===== src/rtl/control_unit_demo.sv =====
// control_unit_demo: RV32I main decoder on board switches, control fields shown on an 8-digit 7-seg display.
// Define SW_SYNC_EN to add a 2-flop synchronizer on the switches.
module control_unit_demo #(
    parameter int SCAN_DIV = 16
) (
    input  logic        clk_i,
    input  logic        rst_i,
    input  logic [15:0] sw_i,
    output logic [7:0]  hex_o,
    output logic        dp_o,
    output logic [7:0]  an_o
);
    localparam int CW = SCAN_DIV > 1 ? $clog2(SCAN_DIV) : 1;
    localparam logic [CW-1:0] CNT_MAX = CW'(SCAN_DIV - 1);

    logic [10:0] sw_q;
    logic        unused_sw;
    assign unused_sw = ^sw_i[15:11];

`ifdef SW_SYNC_EN
    logic [10:0] sync1_q, sync2_q;
    always_ff @(posedge clk_i or posedge rst_i)
        if (rst_i) begin
            sync1_q <= '0;
            sync2_q <= '0;
            sw_q    <= '0;
        end else begin
            sync1_q <= sw_i[10:0];
            sync2_q <= sync1_q;
            sw_q    <= sync2_q;
        end
`else
    always_ff @(posedge clk_i or posedge rst_i)
        if (rst_i) sw_q <= '0;
        else       sw_q <= sw_i[10:0];
`endif

    logic [6:0] opcode;
    logic [2:0] f3;
    logic       f7b5;
    assign opcode = sw_q[6:0];
    assign f3     = sw_q[9:7];
    assign f7b5   = sw_q[10];

    logic [4:0] alu_op;
    logic [1:0] src_a_sel;
    logic [2:0] src_b_sel, mem_size;
    logic       mem_req, mem_we, gpr_we, wb_src, branch, jal, jalr, illegal;

    always_comb begin
        alu_op    = '0;
        src_a_sel = '0;
        src_b_sel = '0;
        mem_size  = '0;
        mem_req   = 1'b0;
        mem_we    = 1'b0;
        gpr_we    = 1'b0;
        wb_src    = 1'b0;
        branch    = 1'b0;
        jal       = 1'b0;
        jalr      = 1'b0;
        illegal   = 1'b0;
        case (opcode)
            7'b0110011: begin
                alu_op  = {1'b0, f7b5, f3};
                gpr_we  = 1'b1;
                illegal = f7b5 && f3 != 3'b000 && f3 != 3'b101;
            end
            7'b0010011: begin
                src_b_sel = 3'd1;
                gpr_we    = 1'b1;
                alu_op    = {1'b0, f7b5 && f3 == 3'b101, f3};
                illegal   = f7b5 && f3 == 3'b001;
            end
            7'b0000011: begin
                src_b_sel = 3'd1;
                mem_req   = 1'b1;
                gpr_we    = 1'b1;
                wb_src    = 1'b1;
                mem_size  = f3;
                illegal   = f3 == 3'b011 || f3[2:1] == 2'b11;
            end
            7'b0100011: begin
                src_b_sel = 3'd3;
                mem_req   = 1'b1;
                mem_we    = 1'b1;
                mem_size  = f3;
                illegal   = f3 > 3'b010;
            end
            7'b1100011: begin
                alu_op  = {2'b11, f3};
                branch  = 1'b1;
                illegal = f3[2:1] == 2'b01;
            end
            7'b1101111: begin
                src_a_sel = 2'd1;
                src_b_sel = 3'd4;
                gpr_we    = 1'b1;
                jal       = 1'b1;
            end
            7'b1100111: begin
                src_a_sel = 2'd1;
                src_b_sel = 3'd4;
                gpr_we    = 1'b1;
                jalr      = 1'b1;
                illegal   = f3 != 3'b000;
            end
            7'b0110111: begin
                src_a_sel = 2'd2;
                src_b_sel = 3'd2;
                gpr_we    = 1'b1;
            end
            7'b0010111: begin
                src_a_sel = 2'd1;
                src_b_sel = 3'd2;
                gpr_we    = 1'b1;
            end
            7'b0001111: ;
            default: illegal = 1'b1;
        endcase
        // An illegal instruction must not cause any architectural side effect
        if (illegal) begin
            mem_req = 1'b0;
            mem_we  = 1'b0;
            gpr_we  = 1'b0;
            branch  = 1'b0;
            jal     = 1'b0;
            jalr    = 1'b0;
        end
    end

    logic [CW-1:0] cnt_q, cnt_d;
    logic [2:0]    idx_q, idx_d;
    logic [7:0]    an_q;
    logic [6:0]    seg_q, seg_d;
    logic          dp_q;
    logic [31:0]   digits;
    logic [3:0]    dig;

    assign digits = {3'b000, illegal, branch, jal, jalr, 1'b0, 1'b0, mem_size,
                     mem_req, mem_we, gpr_we, wb_src, 1'b0, src_b_sel,
                     2'b00, src_a_sel, 3'b000, alu_op[4], alu_op[3:0]};
    assign dig    = digits[idx_q*4 +: 4];
    assign cnt_d  = cnt_q == CNT_MAX ? '0 : cnt_q + 1'b1;
    assign idx_d  = cnt_q == CNT_MAX ? idx_q + 3'd1 : idx_q;

    always_comb begin
        case (dig)
            4'h0: seg_d = 7'h40;
            4'h1: seg_d = 7'h79;
            4'h2: seg_d = 7'h24;
            4'h3: seg_d = 7'h30;
            4'h4: seg_d = 7'h19;
            4'h5: seg_d = 7'h12;
            4'h6: seg_d = 7'h02;
            4'h7: seg_d = 7'h78;
            4'h8: seg_d = 7'h00;
            4'h9: seg_d = 7'h10;
            4'hA: seg_d = 7'h08;
            4'hB: seg_d = 7'h03;
            4'hC: seg_d = 7'h46;
            4'hD: seg_d = 7'h21;
            4'hE: seg_d = 7'h06;
            default: seg_d = 7'h0E;
        endcase
    end

    always_ff @(posedge clk_i or posedge rst_i)
        if (rst_i) begin
            cnt_q <= '0;
            idx_q <= '0;
            an_q  <= 8'hFF;
            seg_q <= 7'h7F;
            dp_q  <= 1'b1;
        end else begin
            cnt_q <= cnt_d;
            idx_q <= idx_d;
            an_q  <= ~(8'd1 << idx_q);
            seg_q <= seg_d;
            dp_q  <= ~illegal;
        end

    assign an_o  = an_q;
    assign dp_o  = dp_q;
    assign hex_o = {dp_q, seg_q};
endmodule


===== config.mk =====
export PLATFORM = sky130hd
export DESIGN_NAME = control_unit_demo
export DESIGN_NICKNAME = d
export VERILOG_FILES = /design/src/rtl/control_unit_demo.sv
export SDC_FILE = /design/constraint.sdc
export NUM_CORES = 1
export LEC_CHECK = 0
export ABC_CLOCK_PERIOD_IN_PS = 3800
export CAP_MARGIN = 20
export CORE_ASPECT_RATIO = 1.5
export CORE_MARGIN = 2
export CORE_UTILIZATION = 50
export DETAILED_ROUTE_END_ITERATION = 16
export GPL_TIMING_DRIVEN = 1
export PLACE_DENSITY = 0.76
export SYNTH_ARGS = -nofsm -noshare
export SYNTH_HDL_FRONTEND = slang
export SYNTH_SLANG_ARGS = --single-unit

===== constraint.sdc =====
create_clock -name clk_i -period 3.8 [get_ports clk_i]
set_input_delay 1.14 -clock clk_i [delete_from_list [all_inputs] [get_ports clk_i]]
set_output_delay 1.14 -clock clk_i [all_outputs]
set_load 0.02 [all_outputs]

### PDN straps and rails, run 1

Scale bar: 20 um. Pins as bars on the die edge.
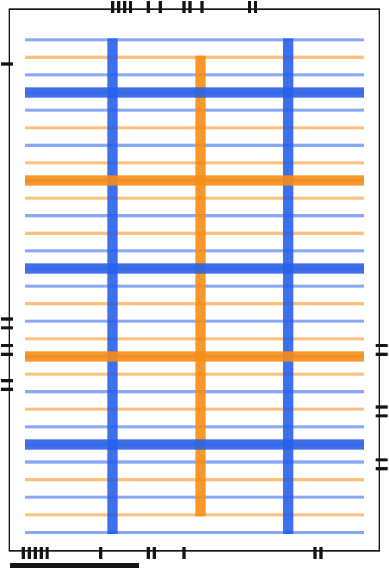
colour	net
blue	VSS
orange	VDD
rows	28
met4 straps	3
Die Ht: 83.5 um
Chip Width: 57.0 um
VDD IR max: 0.295 mV

### Placed cells, one colour a class, run 1

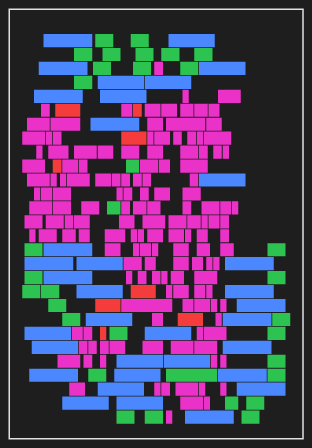
colour	class	cells	share of their area
magenta	all other logic	146	45%
red	clock drivers and dummy loads	8	3.5%
green	other buffers and delay cells	33	14%
blue	flip-flops	34	37%
# rows: 28
Final Util: 0.608

==> out/qor.csv, run 1 <==
stage,metric,value,unit
logic_synthesis,synthFlopType,dfrtp_1,
cells_and_area,dominant-cell-class,multi-input combinational cells,
global_route,grt_pass1_wl,7100,um
worst_hold_path,min_path_cells,1,
placement,placed_cell_area,2320,um^2
logic_synthesis,async_reset_ff_frac,1.00,
cells_and_area,nNetsFinal,251,
critical_path,cp.required,4.00,ns
power_and_ir_drop,powerDensity,290,nW/um^2
clock_network,htreeDepth,2,
logic_synthesis,edf_count,0,
cells_and_area,n_all_buffers,33,
worst_hold_path,whs_endpoint,cnt_q[0],
clock_network,postCtsSetupBuffers,0,
job,openroad.warnings,40,
final_timing,tns,0,ns
global_route,top_usage_layer,met2,
critical_path,rr_worst_depth,10,
cells_and_area,inv_count,14,
critical_path,cp_slowest_cell,dfrtp_1,
status,outcome,"finished, final reports clean",
placement,place_inst,257,
power_and_ir_drop,pwr-share-seq,0.553,
logic_synthesis,yosysWarnings,0,
floorplanning,nWellTaps,45,
power_and_ir_drop,switching_share,0.244,
cells_and_area,nClkBuffers,6,
final_timing,final_max_slew_viol_count,0,
logic_synthesis,synth_chip_area,2110,um^2
critical_path,cp_common_cell,a311o_1,
cells_and_area,fin_area,2430,um^2
global_route,grt_max_degree,28,
logic_synthesis,yosys-top-cells-count,"dfrtp_1, dfstp_2, nand2_1",
cells_and_area,comb_share,0.423,
global_route,grtUsageMet1,0.227,
job,cap_violations,0,
logic_synthesis,top_area_cell,dfrtp_1,
critical_path,critPathLaunch,sw_q[4],
clock_network,ctsHoldBuffers,0,
logic_synthesis,syn-num-nets,225,
logic_synthesis,top_cell_area_share,0.214,
cells_and_area,logic_area,1030,um^2
final_timing,setup_viol,0,
routing,drc,0,
clock_network,cts_buffers,5,
logic_synthesis,synth-simple-area-share,0.196,
critical_path,endpoint,seg_q[0],
final_timing,max_freq,315,MHz
global_route,grt_overflow,0,
cells_and_area,final_cell_mix,"clkdlybuf4s50_1, dfrtp_1, nand2_1, dfstp_2, inv_1",
critical_path,crit_type,register to register,
power_and_ir_drop,pg_seq,389,uW
cells_and_area,drive_gt1_frac,0.208,
logic_synthesis,synth.cellmix.adderShare,0.0772,
critical_path,timing.rr.start,sw_q[4],
cells_and_area,num-fill-cells,379,
final_timing,fin_crit,3.18,ns
floorplanning,core_area,3990,um^2
critical_path,crit_path_start_kind,register,
final_timing,rsz0062_at_grt,no,
cells_and_area,logic_gate_count,132,
### Clock wires, drivers and flops, run 1

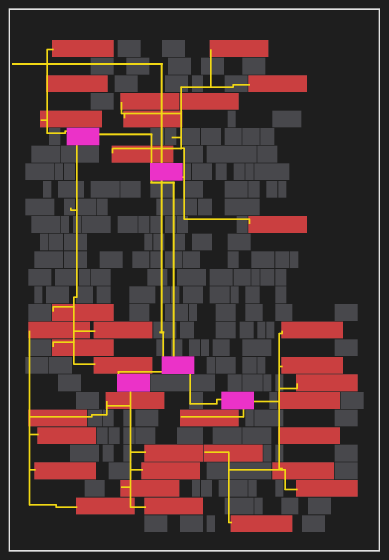
[red] flip-flops | count: 34
[magenta] cells driving clock nets | count: 5
[yellow] clock wires | length: 452 um
routed clock nets	6
Clock net power: 254 uW
Skew-Pair Late Insertion Delay: 0.28 ns
Max Clock Skew: 0.00422 ns
clock share of power: 0.360

### Metal layers overlaid, run 1

Scale bar: 20 um.
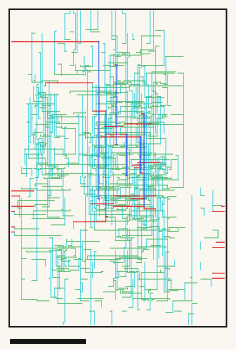
colour	layer	wire length
blue	met4	135 um
red	met3	151 um
green	met1	1600 um
cyan	met2	2180 um
final WL: 4070 um
GRT Util Overall: 0.189
drt wl/cell: 15.3 um
vias: 1525

run 1: critical path, delay by kind of cell, from the launching register on:
kind | cells | cell delay [ns]
compound gates | 4 | 1.10
fa+ha+maj | 1 | 0.22
buf+inv | 1 | 0.14
flops | 1 | 0.66
simple gates | 4 | 0.96
run 1: sequential cells by signal, indices dropped and copies added, names as in the netlist:
register  count
sw_q         11
an_o          8
seg_q         7
cnt_q         4
idx_q         3
dp_o          1
run 1: per-stage QoR:
stage	worst slack [ns]	hold slack, ns
after detailed placement	0.636	0.475
final	0.625	0.493
after CTS	0.593	0.486
after floorplan	1.16	0.449
after global placement	0.707	0.463
after global routing	0.349	0.523
run 1: per-layer routing:
layer | wire length [um] | part of all wire
met5 | 0 | 0
met4 | 135 | 0.033
met3 | 150 | 0.037
met2 | 2180 | 0.54
met1 | 1600 | 0.39
==> inputs of run 2 (changes only) <==
ABC_CLOCK_PERIOD_IN_PS = 2740   (was 3800)
CORE_UTILIZATION = 48   (was 50)
clock period = 2.74 ns   (was 3.8 ns; I/O delays follow)
### Clock wires, drivers and flops, run 2

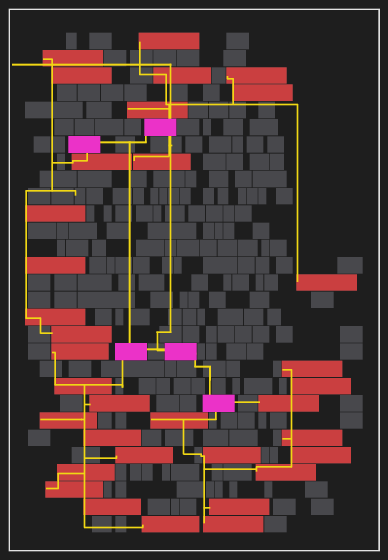
[yellow] clock wires | length: 453 um
[red] flip-flops | count: 34
[magenta] cells driving clock nets | count: 5
flops lie	all over the die
routed clock nets	6
clock share of power: 0.349
Max Clock Skew: 0.00588 ns
Clock net power: 351 uW

==> run 2 against run 1 <==
Effect of this change: critical path depth is the same; count of clock-buffer cells in the layout did not move; sequential power rose by 36%; largest cell class unchanged; via count grew 14%; die area is 3.9% higher; hold slack improved by 0.022 ns; setup slack lost 0.52 ns.
==> out/qor.csv, run 2 <==
stage,metric,value,unit,change
status,outcome,"finished, final reports clean",,
critical_path,rr_worst_depth,10,,unchanged
logic_synthesis,synth_cell_types,61,,
worst_hold_path,whs_endpoint,cnt_q[0],,
critical_path,critPathTopFamily,AND-OR/OR-AND gates,,
logic_synthesis,synth_chip_area,2110,um^2,unchanged
logic_synthesis,synthFlopType,dfrtp_1,,
cells_and_area,n_antenna_cell,0,,
routing,wl_met1,1770,um,+11%
routing,detail_route.vias_per_cell,5.72,,
critical_path,cp.required,2.95,ns,-1.05 ns
logic_synthesis,syn-num-nets,225,,unchanged
critical_path,crit_path_start_kind,register,,
logic_synthesis,logic_family,simple AND/OR/NAND/NOR gates,,
cells_and_area,num-fill-cells,316,,-17%
power_and_ir_drop,pwr-share-seq,0.527,,-0.026
final_timing,final_max_slew_viol_count,0,,unchanged
logic_synthesis,area_leaders,"dfrtp_1, dfstp_2, ha_1",,
logic_synthesis,synth.cellmix.adderShare,0.0772,,unchanged
global_route,grt_pass1_wl,7820,um,+10%
critical_path,critPathLaunch,sw_q[6],,
cells_and_area,fin_area,2730,um^2,+13%
logic_synthesis,yosys-top-cells-count,"dfrtp_1, dfstp_2, nand2_1",,
critical_path,critPathArrivalTime,2.85,ns,
clock_network,htreeDepth,2,,unchanged
worst_hold_path,hold_path_startpoint,cnt_q[0],,
placement,dp_slack,-0.0337,ns,-0.670 ns
global_route,use_met3,0.0396,,
final_timing,slew_headroom,0.692,,
logic_synthesis,aoi_share,0.154,,
job,cap_violations,0,,unchanged
placement,placed_cell_area,2550,um^2,+9.8%
clock_network,postCtsSetupBuffers,4,,+4
floorplanning,die_h,85.1,um,+2.0%
global_route,grtUsageMet1,0.218,,-0.00903
cells_and_area,final_common_cell,buf_4,,
final_timing,setup_viol,0,,unchanged
cells_and_area,area_delta_synth_final,29.8,%,
final_timing,max_freq,379,MHz,+20%
global_route,grt.met2_usage,0.367,,
cells_and_area,final_cell_mix,"buf_4, clkdlybuf4s50_1, nand2_1, dfstp_2",,
routing,vias,1734,,+14%
final_timing,tns,0,ns,unchanged
logic_synthesis,yosysWarnings,0,,unchanged
logic_synthesis,async_reset_ff_frac,1.00,,unchanged
power_and_ir_drop,power.group.top,registers,,
routing,dr_wl_met2,2610,um,+19%
global_route,top_usage_layer,met2,,
power_and_ir_drop,pg_seq,529,uW,+36%
critical_path,timing.rr.start,sw_q[6],,
power_and_ir_drop,powerDensity,367,nW/um^2,+27%
floorplanning,core_area,4210,um^2,+5.4%
critical_path,end_kind,register,,
power_and_ir_drop,powerComb,124,uW,
routing,drc,0,,unchanged
final_timing,rsz0062_at_grt,yes,,
logic_synthesis,netlist_instances,194,,
clock_network,ctsLongestPathBuffers,2,,
global_route,antenna_found_initial,0,,
cells_and_area,stdcell_count,303,,
critical_path,crit_type,register to register,,
floorplanning,chipWidth,58.1,um,+1.9%
power_and_ir_drop,power.leakage,0.00113,uW,
critical_path,crit_buf_inv,3,,+2
global_route,grt_max_degree,35,,+25%
logic_synthesis,edf_count,0,,unchanged
final_timing,setup_ws,0.0998,ns,-0.525 ns
routing,dr.pass1.iters,4,,
power_and_ir_drop,switching_share,0.243,,-0.000959
routing,wl_met3,228,um,+52%
cells_and_area,nNetsFinal,287,,+14%
clock_network,ctsHoldBuffers,0,,unchanged
logic_synthesis,synth-simple-area-share,0.196,,unchanged
placement,place_inst,288,,+12%
cells_and_area,fin_util,0.650,,+0.0411
job,openroad.warnings,41,,+2.5%
clock_network,clock_latency,0.28,ns,about the same
floorplanning,rows,29,,+3.6%
logic_synthesis,top_area_cell,dfrtp_1,,
cells_and_area,drive_gt1_frac,0.366,,+0.158
critical_path,cp_slowest_cell,dfrtp_2,,
worst_hold_path,min_path_cells,1,,unchanged
power_and_ir_drop,vdd_drop_max,0.424,mV,+44%
logic_synthesis,top_cell_area_share,0.214,,unchanged
worst_hold_path,hold_class,register to register,,
clock_network,cts_tree,yes,,
routing,topRoutingLayerUsed,met4,,
global_route,grt_overflow,0,,unchanged
routing,drt-initial-drc-count,51,,
cells_and_area,largest_reg_flops,11,,unchanged
placement,gp_congestion,0.911,,
cells_and_area,top_register,sw_q,,
final_timing,fin_crit,2.64,ns,-0.535 ns
final_timing,fin_hold_ws,0.515,ns,+0.0223 ns
clock_network,cts_buffers,5,,unchanged
logic_synthesis,numSynthFlops,34,,
critical_path,cp_common_cell,inv_1,,
power_and_ir_drop,switching_power,244,uW,
### Metal layers overlaid, run 2

Scale bar: 20 um.
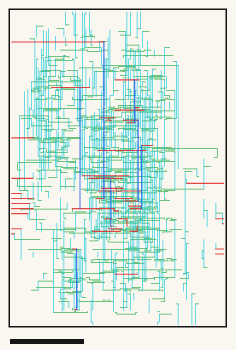
colour	layer	wire length
blue	met4	154 um
green	met1	1770 um
red	met3	228 um
cyan	met2	2610 um
GRT Util Overall: 0.206
drt wl/cell: 15.7 um
final WL: 4760 um

## run 2: area by class of cell
class | count | area, um^2 | area share
multi-input combinational | 132 | 1070 | 0.390
sequential | 34 | 877 | 0.321
timing repair buffer | 69 | 598 | 0.219
clock buffer | 6 | 72.6 | 0.0265
tap | 46 | 57.6 | 0.0211
inverter | 14 | 52.6 | 0.0192
clock inverter | 2 | 10.0 | 0.00366
## run 2: worst max path at each step
stage / end / slack [ns] / cells after the start
final: seg_q[4] / 0.1 / 10
after global routing: seg_q[1] / -0.07 / 10
after CTS: seg_q[0] / 0.02 / 10
after detailed placement: seg_q[0] / -0.03 / 10
after global placement: seg_q[0] / -0.009 / 10
after floorplan: seg_q[4] / 0.10 / 11
==> inputs of run 3 (changes only) <==
ABC_CLOCK_PERIOD_IN_PS = 2300   (was 2740)
clock period = 2.3 ns   (was 2.74 ns; I/O delays follow)
### PDN straps and rails, run 3

Scale bar: 20 um. Pins as bars on the die edge.
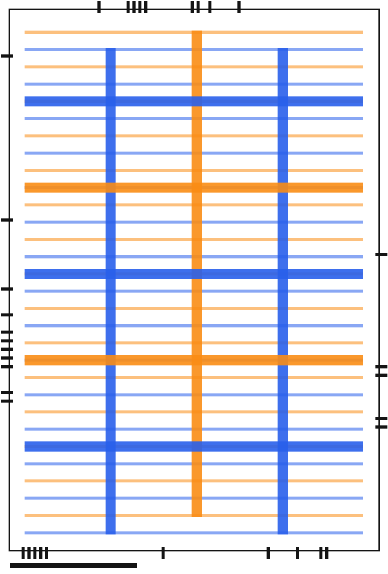
colour	net
orange	VDD
blue	VSS
met5 straps	5
met4 straps	3
core outline area: 4210 um^2
Die Ht: 85.1 um
VDD IR max: 0.435 mV
Chip Width: 58.1 um

==> run 3 against run 2 <==
Effect of this change: the flow now finishes with violations (setup timing); register-to-register slack got worse by 0.46 ns; maximum frequency decreased by 0.78%; synthesized area unchanged; synthesized cell count unchanged; clock skew increased by 0.0076 ns; via count increased by 2.5%; highest routed layer unchanged.
==> out/qor.csv, run 3 <==
stage,metric,value,unit,change
status,outcome,"finished, violations left",,
status,violations,setup timing,,
clock_network,cts_tree,yes,,
logic_synthesis,top_cell_area_share,0.214,,unchanged
clock_network,htreeDepth,2,,unchanged
power_and_ir_drop,powerComb,168,uW,+35%
placement,port_buffers,29,,
logic_synthesis,netlist_instances,194,,unchanged
final_timing,setup_viol,7,,+7
clock_network,cts_sinks,34,,
final_timing,final_max_slew_viol_count,0,,unchanged
job,cap_violations,0,,unchanged
placement,place_inst,304,,+5.6%
clock_network,postCtsSetupBuffers,8,,+4
critical_path,regToRegEndpoint,seg_q[4],,
floorplanning,dieArea,4940,um^2,
routing,wl_met3,232,um,+1.8%
clock_network,cts_buffers,5,,unchanged
cells_and_area,final_common_cell,buf_4,,
global_route,grt_pass1_wl,8260,um,+5.7%
routing,drt-initial-drc-count,48,,-5.9%
power_and_ir_drop,powerDensity,424,nW/um^2,+15%
power_and_ir_drop,power.group.top,registers,,
logic_synthesis,avgSynthCellArea,10.9,um^2,
routing,topRoutingLayerUsed,met4,,
routing,dr_wl_met2,2810,um,+7.8%
logic_synthesis,synth_cell_types,61,,unchanged
cells_and_area,drive_gt1_frac,0.453,,+0.0875
power_and_ir_drop,p_clk,474,uW,+35%
final_timing,period_used_share,1.16,,
logic_synthesis,synth_area,2110,um^2,
critical_path,critical_path_depth,10,,unchanged
global_route,use_met3,0.0412,,+0.00152
critical_path,cp.required,2.53,ns,-0.42 ns
placement,dp_hpwl,3650,um,
final_timing,max_freq,376,MHz,-0.78%
worst_hold_path,hold_path_startpoint,cnt_q[0],,
logic_synthesis,yosysSeqAreaShare,0.414,,
power_and_ir_drop,switching_share,0.254,,+0.0109
cells_and_area,nNetsFinal,308,,+7.3%
logic_synthesis,edf_count,0,,unchanged
logic_synthesis,yosysWarnings,0,,unchanged
logic_synthesis,numSynthFlops,34,,unchanged
global_route,antenna_found_initial,0,,unchanged
critical_path,max_stage_delay,0.41,ns,
clock_network,clock_latency,0.30,ns,+0.02 ns
critical_path,critPathArrivalTime,2.89,ns,+0.04 ns
logic_synthesis,syn-num-nets,225,,unchanged
logic_synthesis,synth_stat.cells,194,,
power_and_ir_drop,comb_power_share,0.132,,
routing,antenna_left,0,,
routing,dr.pass1.iters,4,,unchanged
critical_path,endpoint,seg_q[4],,
critical_path,critPathLaunch,sw_q[3],,
global_route,grt.met2_usage,0.382,,+0.0155
routing,routed_wl,5170,um,+8.6%
power_and_ir_drop,power.leakage,0.00125,uW,+11%
clock_network,cts_resized,20,,
cells_and_area,stdcell_count,324,,+6.9%
critical_path,cp_slowest_cell,or3_1,,
routing,drc,0,,unchanged
logic_synthesis,yosys-top-cells-count,"dfrtp_1, dfstp_2, nand2_1",,
placement,dp_slack,-0.458,ns,-0.425 ns
cells_and_area,top_register,sw_q,,
critical_path,crit_path_start_kind,register,,
critical_path,crit_buf_inv,2,,-1
final_timing,setup_ws,-0.361,ns,-0.461 ns
power_and_ir_drop,internal_power,948,uW,
cells_and_area,n_antenna_cell,0,,unchanged
clock_network,ctsLongestPathBuffers,2,,unchanged
final_timing,slew_headroom,0.716,,+0.0241
final_timing,tightest_slew,0.426,ns,
critical_path,end_kind,register,,
final_timing,tns,-2.06,ns,-2.06 ns
critical_path,cp_cell_sequence,nand4bb_4 -> or3_1 -> o31a_2 -> a2bb2oi_1 -> a221o_2 -> inv_4 -> ha_4 -> inv_2 -> mux2_4 -> a21oi_2,,
placement,placed_cell_area,2680,um^2,+5.4%
global_route,track_usage,0.219,,+0.0130
final_timing,fin_hold_ws,0.488,ns,-0.0265 ns
power_and_ir_drop,pwr-share-seq,0.495,,-0.032
critical_path,rr_worst_depth,10,,unchanged
power_and_ir_drop,clockPowerShare,0.373,,+0.024
critical_path,r2r_slack,-0.36,ns,
logic_synthesis,async_reset_ff_frac,1.00,,unchanged
power_and_ir_drop,switching_power,323,uW,+32%
cells_and_area,final_cell_mix,"buf_4, clkdlybuf4s50_1, nand2_1, dfstp_2, dfrtp_1",,
logic_synthesis,synthFlopType,dfrtp_1,,
logic_synthesis,area_leaders,"dfrtp_1, dfstp_2, ha_1",,
power_and_ir_drop,pg_seq,630,uW,+19%
final_timing,fin_skew,0.0135,ns,+0.00764 ns
routing,wl_met1,1980,um,+12%
final_timing,finalHoldViolCount,0,,
routing,detail_route.vias_per_cell,5.48,,-4.2%
global_route,grt_overflow,0,,unchanged
final_timing,rsz0062_at_grt,yes,,
power_and_ir_drop,p_total,1270,uW,
cells_and_area,fin_area,3000,um^2,+9.8%
floorplanning,rows,29,,unchanged
routing,vias,1777,,+2.5%
floorplanning,initial_core_util,0.500,,
clock_network,cts_root_buffer,clkbuf_8,,
cells_and_area,area_delta_synth_final,42.5,%,
final_timing,fin_crit,2.66,ns,+0.0208 ns
worst_hold_path,hold_class,register to register,,
clock_network,clk_pin_slew_worst_paths,0.07,ns,
job,openroad.warnings,43,,+4.9%
logic_synthesis,synth_chip_area,2110,um^2,unchanged
critical_path,worstPathMaxFanout,5,,
logic_synthesis,top_area_cell,dfrtp_1,,
clock_network,ctsHoldBuffers,0,,unchanged
global_route,grt_pass1_vias,1796,,
floorplanning,io_pins,35,,
critical_path,critPathTopFamily,AND-OR/OR-AND gates,,
logic_synthesis,yosysMostFrequentCell,dfrtp_1,,
worst_hold_path,min_path_cells,1,,unchanged
cells_and_area,largest_reg_flops,11,,unchanged
global_route,grt_max_degree,35,,unchanged
critical_path,timing.rr.start,sw_q[3],,
critical_path,crit_type,register to register,,
worst_hold_path,whs_endpoint,cnt_q[0],,
placement,gp_congestion,0.912,,+0.11%
global_route,grtUsageMet1,0.249,,+0.0310
### Routing congestion, run 3

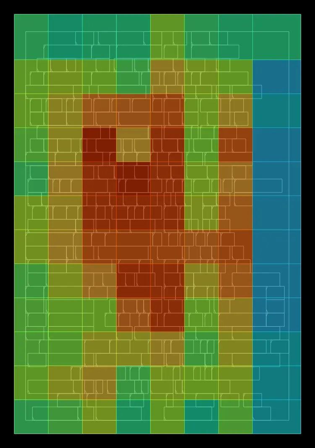
most crowded layer after global routing: met2
Final Util: 0.713
drt wl/cell: 16.0 um

-- run 3: cell type report --
cell class	instances	area [um^2]
Fill cell	288	1210
Multi-Input combinational cell	132	1150
Clock buffer	6	82.6
Clock inverter	2	12.5
Inverter	14	55.1
Timing Repair Buffer	90	768
Sequential cell	34	877
Tap cell	46	57.6
-- run 3: cell families (layout without fill, tap and decap cells) --
kind of cell | after synthesis | in the layout | share of synthesized area
AND-OR/OR-AND | 43 | 43 | 0.154
flip-flops | 34 | 34 | 0.414
multiplexers | 9 | 9 | 0.0440
AND/OR/NAND/NOR | 63 | 63 | 0.196
adder cells (fa/ha/maj) | 13 | 13 | 0.0772
buffers and inverters | 28 | 112 | 0.0986
XOR/XNOR | 4 | 4 | 0.0166
No activity file was given, so power comes from the tool's default toggle rates.
